==> src/rtl/ncl_wavefront_source_if.sv <==
// rtl/ncl_wavefront_source_if.sv - word-in / result-out handshake bundle for the wavefront source
interface ncl_wavefront_source_if #(
    parameter int WIDTH = 4
);
    logic             in_valid;
    logic             in_ready;
    logic [WIDTH-1:0] in_data;
    logic             out_valid;
    logic             out_data;

    modport master (
        output in_valid,
        output in_data,
        input  in_ready,
        input  out_valid,
        input  out_data
    );

    modport slave (
        input  in_valid,
        input  in_data,
        output in_ready,
        output out_valid,
        output out_data
    );
endinterface

==> src/rtl/ncl_wavefront_source.sv <==
// rtl/ncl_wavefront_source.sv - drives dual-rail DATA/NULL wavefronts into an NCL gate stage and captures its result
module ncl_wavefront_source #(
    parameter int WIDTH       = 4,
    parameter int SYNC_STAGES = 2,
    parameter int TIMEOUT     = 255
) (
    input  logic                  clk,
    input  logic                  rst,
    ncl_wavefront_source_if.slave bus,
    output logic [WIDTH-1:0]      rail1,
    output logic [WIDTH-1:0]      rail0,
    input  logic                  ko,
    input  logic                  res1,
    input  logic                  res0,
    output logic                  err,
    output logic [1:0]            err_code,
    output logic [15:0]           wave_count
);
    localparam int SS = (SYNC_STAGES < 2) ? 2 : SYNC_STAGES;

    typedef enum logic [1:0] {IDLE, WAIT_DATA, WAIT_NULL, ERR} state_t;

    state_t           state_q, state_d;
    logic [WIDTH-1:0] rail1_q, rail1_d, rail0_q, rail0_d;
    logic             out_valid_q, out_valid_d, out_data_q, out_data_d;
    logic [1:0]       err_code_q, err_code_d;
    logic [15:0]      wave_count_q, wave_count_d, timer_q, timer_d;
    logic [SS-1:0]    ko_sync_q, ko_sync_d, r1_sync_q, r1_sync_d, r0_sync_q, r0_sync_d;

    logic ko_s, r1_s, r0_s;
    logic accept, illegal, data_done, null_done, timed_out;

    assign ko_s = ko_sync_q[SS-1];
    assign r1_s = r1_sync_q[SS-1];
    assign r0_s = r0_sync_q[SS-1];

    assign ko_sync_d = {ko_sync_q[SS-2:0], ko};
    assign r1_sync_d = {r1_sync_q[SS-2:0], res1};
    assign r0_sync_d = {r0_sync_q[SS-2:0], res0};

    assign accept    = bus.in_valid && bus.in_ready;
    assign illegal   = r1_s && r0_s;
    assign data_done = !ko_s && (r1_s ^ r0_s);
    assign null_done = ko_s && !r1_s && !r0_s;
    assign timed_out = timer_q >= 16'(TIMEOUT);

    // Rails are registers with async clear so a reset pulls them to NULL without waiting for clk.
    always_ff @(posedge clk or posedge rst) begin
        if (rst) begin
            state_q      <= IDLE;
            rail1_q      <= '0;
            rail0_q      <= '0;
            out_valid_q  <= 1'b0;
            out_data_q   <= 1'b0;
            err_code_q   <= 2'b00;
            wave_count_q <= '0;
            timer_q      <= '0;
            ko_sync_q    <= '0;
            r1_sync_q    <= '0;
            r0_sync_q    <= '0;
        end else begin
            state_q      <= state_d;
            rail1_q      <= rail1_d;
            rail0_q      <= rail0_d;
            out_valid_q  <= out_valid_d;
            out_data_q   <= out_data_d;
            err_code_q   <= err_code_d;
            wave_count_q <= wave_count_d;
            timer_q      <= timer_d;
            ko_sync_q    <= ko_sync_d;
            r1_sync_q    <= r1_sync_d;
            r0_sync_q    <= r0_sync_d;
        end
    end

    // Illegal code outranks completion, and completion outranks timeout.
    always_comb begin
        state_d = state_q;
        case (state_q)
            IDLE:      if (accept) state_d = WAIT_DATA;
            WAIT_DATA: begin
                if (illegal)        state_d = ERR;
                else if (data_done) state_d = WAIT_NULL;
                else if (timed_out) state_d = ERR;
            end
            WAIT_NULL: begin
                if (null_done)      state_d = IDLE;
                else if (timed_out) state_d = ERR;
            end
            default:   state_d = ERR;
        endcase
    end

    always_comb begin
        rail1_d      = '0;
        rail0_d      = '0;
        out_valid_d  = 1'b0;
        out_data_d   = out_data_q;
        err_code_d   = err_code_q;
        wave_count_d = wave_count_q;
        timer_d      = '0;
        if (state_d == WAIT_DATA) begin
            rail1_d = accept ? bus.in_data  : rail1_q;
            rail0_d = accept ? ~bus.in_data : rail0_q;
        end
        if (state_q == WAIT_DATA && state_d == WAIT_NULL) begin
            out_valid_d = 1'b1;
            out_data_d  = r1_s;
        end
        if (state_q == WAIT_NULL && state_d == IDLE) begin
            wave_count_d = wave_count_q + 16'd1;
        end
        if (state_q != ERR && state_d == ERR) begin
            err_code_d = (state_q == WAIT_DATA && illegal) ? 2'b10 : 2'b01;
        end
        if (state_d == state_q && (state_q == WAIT_DATA || state_q == WAIT_NULL)) begin
            timer_d = timer_q + 16'd1;
        end
    end

    always_comb begin
        bus.in_ready  = (state_q == IDLE) && ko_s && !r1_s && !r0_s;
        bus.out_valid = out_valid_q;
        bus.out_data  = out_data_q;
        err           = (state_q == ERR);
        err_code      = err_code_q;
        wave_count    = wave_count_q;
        rail1         = rail1_q;
        rail0         = rail0_q;
    end
endmodule

==> src/flat_wrapper.sv <==
// flat-port wrapper written by rule: the top's interface ports become plain ports
module ncl_wavefront_source_flat 
#(
    parameter int WIDTH       = 4,
    parameter int SYNC_STAGES = 2,
    parameter int TIMEOUT     = 255
)
  (clk, rst, rail1, rail0, ko, res1, res0, err, err_code, wave_count, bus_in_valid, bus_in_data, bus_in_ready, bus_out_valid, bus_out_data);
  ncl_wavefront_source_if #(.WIDTH(WIDTH)) bus_i ();
  input  logic clk;
  input  logic rst;
  output logic [WIDTH-1:0] rail1;
  output logic [WIDTH-1:0] rail0;
  input  logic ko;
  input  logic res1;
  input  logic res0;
  output logic err;
  output logic [1:0] err_code;
  output logic [15:0] wave_count;
  input wire logic [$bits(bus_i.in_valid)-1:0] bus_in_valid;
  input wire logic [$bits(bus_i.in_data)-1:0] bus_in_data;
  output wire logic [$bits(bus_i.in_ready)-1:0] bus_in_ready;
  output wire logic [$bits(bus_i.out_valid)-1:0] bus_out_valid;
  output wire logic [$bits(bus_i.out_data)-1:0] bus_out_data;
  assign bus_i.in_valid = bus_in_valid;
  assign bus_i.in_data = bus_in_data;
  assign bus_in_ready = bus_i.in_ready;
  assign bus_out_valid = bus_i.out_valid;
  assign bus_out_data = bus_i.out_data;
  ncl_wavefront_source #(.WIDTH(WIDTH), .SYNC_STAGES(SYNC_STAGES), .TIMEOUT(TIMEOUT)) u_core (.clk(clk), .rst(rst), .bus(bus_i), .rail1(rail1), .rail0(rail0), .ko(ko), .res1(res1), .res0(res0), .err(err), .err_code(err_code), .wave_count(wave_count));
endmodule
==> config.mk <==
export PLATFORM = sky130hd
export DESIGN_NAME = ncl_wavefront_source_flat
export DESIGN_NICKNAME = d
export VERILOG_FILES = /design/src/rtl/ncl_wavefront_source_if.sv /design/src/rtl/ncl_wavefront_source.sv /design/src/flat_wrapper.sv
export SDC_FILE = /design/constraint.sdc
export NUM_CORES = 1
export LEC_CHECK = 0
export ABC_AREA = 1
export CAP_MARGIN = 20
export CORE_MARGIN = 4
export CORE_UTILIZATION = 55
export CTS_CLUSTER_DIAMETER = 30
export CTS_CLUSTER_SIZE = 40
export DETAILED_ROUTE_END_ITERATION = 12
export HOLD_SLACK_MARGIN = 0.06
export PLACE_DENSITY_LB_ADDON = 0.08
export SLEW_MARGIN = 20
export SYNTH_ARGS = -nofsm -noshare
export SYNTH_HDL_FRONTEND = slang
export SYNTH_SLANG_ARGS = --single-unit
export TNS_END_PERCENT = 100
==> constraint.sdc <==
create_clock -name clk -period 5.4 [get_ports clk]
set_input_delay 0.81 -clock clk [delete_from_list [all_inputs] [get_ports clk]]
set_output_delay 0.81 -clock clk [all_outputs]
set_load 0.02 [all_outputs]
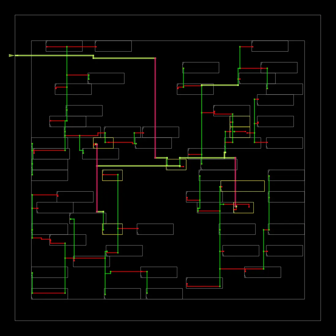
*Clock nets*
clock tree sinks: 52
Worst Skew: 0.00681 ns
Clock Latency Late Sink: 0.30 ns
Clk power: 0.288 mW
number of clock buffers in the layout: 7

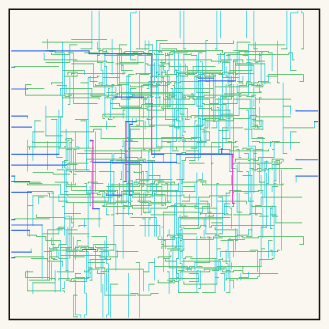
*Routed metal, one color a layer*
Drawn at 4 px/um.
Green stands for met1, wire length 2550 um. Blue stands for met3, wire length 191 um. Cyan stands for met2, wire length 2540 um. Magenta stands for met4, wire length 87.0 um.
vias post-DR: 2123
final WL: 5370 um
wire per inst: 13.3 um
Overall Global Routing Usage: 19.8%

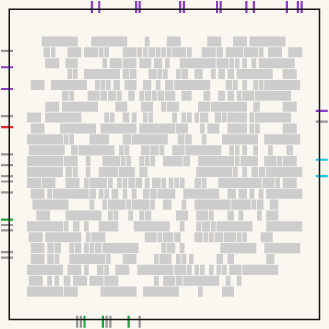
*Pin placement*
Drawn at 4 px/um. Pins as bars across the die edge, other pins in gray.
Green stands for rail1, pins 4, direction output, edge 3 bottom, 1 left. Purple stands for wave_count, pins 16, direction output, edge 13 top, 2 left, 1 right. Cyan stands for err_code, pins 2, direction output, edge right. Red stands for res0, pins 1, direction input, edge left.
Die W: 77.2 um
# port buffers: 39

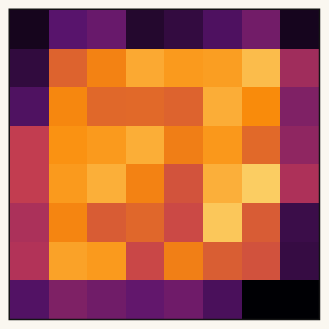
*Cell area per tile*
Drawn at 4 px/um. 8 x 8 tiles, from black (low) to pale yellow (high), 0 to 100% covered.
The fullest tile reaches 89%. 25% of the tiles are over 75% full. The emptiest ninth of the die: bottom right.
core area: 4500 sq um
fp util: 58.5%
final core utilization: 70.3%

==> impl_metrics.env <==
# source this file to load flow results
export IMPL_rr_endpoint="u_core.wave_count[5]"
export IMPL_hp_start="u_core.r1_sync_q[0]"
export IMPL_edf_count=0
export IMPL_drive_gt1_share_pct=7.12
export IMPL_reg2reg_from="u_core.state_q[0]"
export IMPL_ys_cells=310
export IMPL_pin_count=40
export IMPL_pwr_share_clk_pct=41.3
export IMPL_leakage_nw=1.42
export IMPL_synth_nets=327
export IMPL_worst_path_max_fanout=5
export IMPL_cts_hold_buffers_added=0
export IMPL_relSlewSlack_pct=41.9
export IMPL_ys_ff=52
export IMPL_post_cts_resized=0
export IMPL_hold_end="u_core.r1_sync_q[1]"
export IMPL_ir_drop_mv=0.197
export IMPL_synth_main_ff_cell="dfrtp_1"
export IMPL_num_rows=24
export IMPL_worstPathRequired_ns=4.59
export IMPL_ys_warn_count=0
export IMPL_tool_warnings=29
export IMPL_cts_root_buf="clkbuf_8"
export IMPL_grt_max_degree=53
export IMPL_antenna_left=0
export IMPL_max_freq_ghz=0.355
export IMPL_drc=0
export IMPL_fin_area_sq_um=3170
export IMPL_intPower_mw=0.562
export IMPL_postCtsSetupBuffers=0
export IMPL_grt_first_pass_wirelength_um=9710
export IMPL_lay_top_count="nand2_1"
export IMPL_fillCellCount=365
export IMPL_die_area_sq_um=5960
export IMPL_r2r_cells=12
export IMPL_finalPower_mw=0.697
export IMPL_grt_use_met2_pct=31.9
export IMPL_power_switching_share_pct=19.5
export IMPL_cts_htree_levels=2
export IMPL_combPwrFrac_pct=2.4
export IMPL_status="finished, final reports clean"
export IMPL_place_area_sq_um=3040
export IMPL_finalSetupViolations=0
export IMPL_rsz0062_at_grt="false"
export IMPL_rrSetupSlack_ns=3.01
export IMPL_gp_congestion=0.885
export IMPL_viasPerCell=5.27
export IMPL_cp_endpoint="bus_in_ready"
[final cells by class]
class | instances | area, sq um | area share [%]
clock buffers | 7 | 96.3 | 3.04
repair buffers | 39 | 390 | 12.3
multi-input cells | 224 | 1180 | 37.2
flip-flops and latches | 52 | 1300 | 41.1
well taps | 52 | 65.1 | 2.05
clock inverters | 1 | 30.0 | 0.948
inverters | 28 | 106 | 3.36
[kinds of logic after synthesis]
group / after synthesis / synth area share, %
AOI/OAI and AO/OA: 18 / 3.66
buffers and inverters: 34 / 5.94
and+or+nand+nor: 173 / 29.1
xor gates and xnor gates: 26 / 8.64
adders and majority gates: 7 / 3.32
DFF: 52 / 49.4
[routing by layer]
| metal | up-vias | wire [um] | part of all wire (%) |
|---|---|---|---|
| li1 | 1064 | - | - |
| met1 | 1008 | 2550 | 47 |
| met2 | 40 | 2540 | 47 |
| met3 | 11 | 191 | 3.6 |
| met4 | 0 | 87 | 1.6 |
| met5 | - | 0 | 0 |
[critical path: stages, from the launching register on]
cell and delay, ns:
dfrtp_1 0.43, inv_1 0.16, ha_1 0.22, nand2_1 0.08, nor3_1 0.17, clkdlybuf4s50_1 0.64
[through the flow]
stage	std cells	hold slack, ns	util [%]
finish	403	0.358	70.3
global route	403	0.379	70.3
CTS	403	0.361	70.3
detailed placement	395	0.339	67.5
global placement	395	0.333	67.5
floorplan	310	0.331	-
[registers in the layout, indices dropped and copies added (netlist names)]
| name | count |
|---|---|
| u_core.r1_sync_q | 2 |
| u_core.wave_count | 16 |
| u_core.err_code | 2 |
| u_core.r0_sync_q | 2 |
| u_core.timer_q | 16 |
| u_core.rail1 | 4 |
| u_core.rail0 | 4 |
| u_core.bus.out_valid | 1 |
| u_core.ko_sync_q | 2 |
| u_core.bus.out_data | 1 |
| u_core.state_q | 2 |
Power and IR drop assume default switching activity.
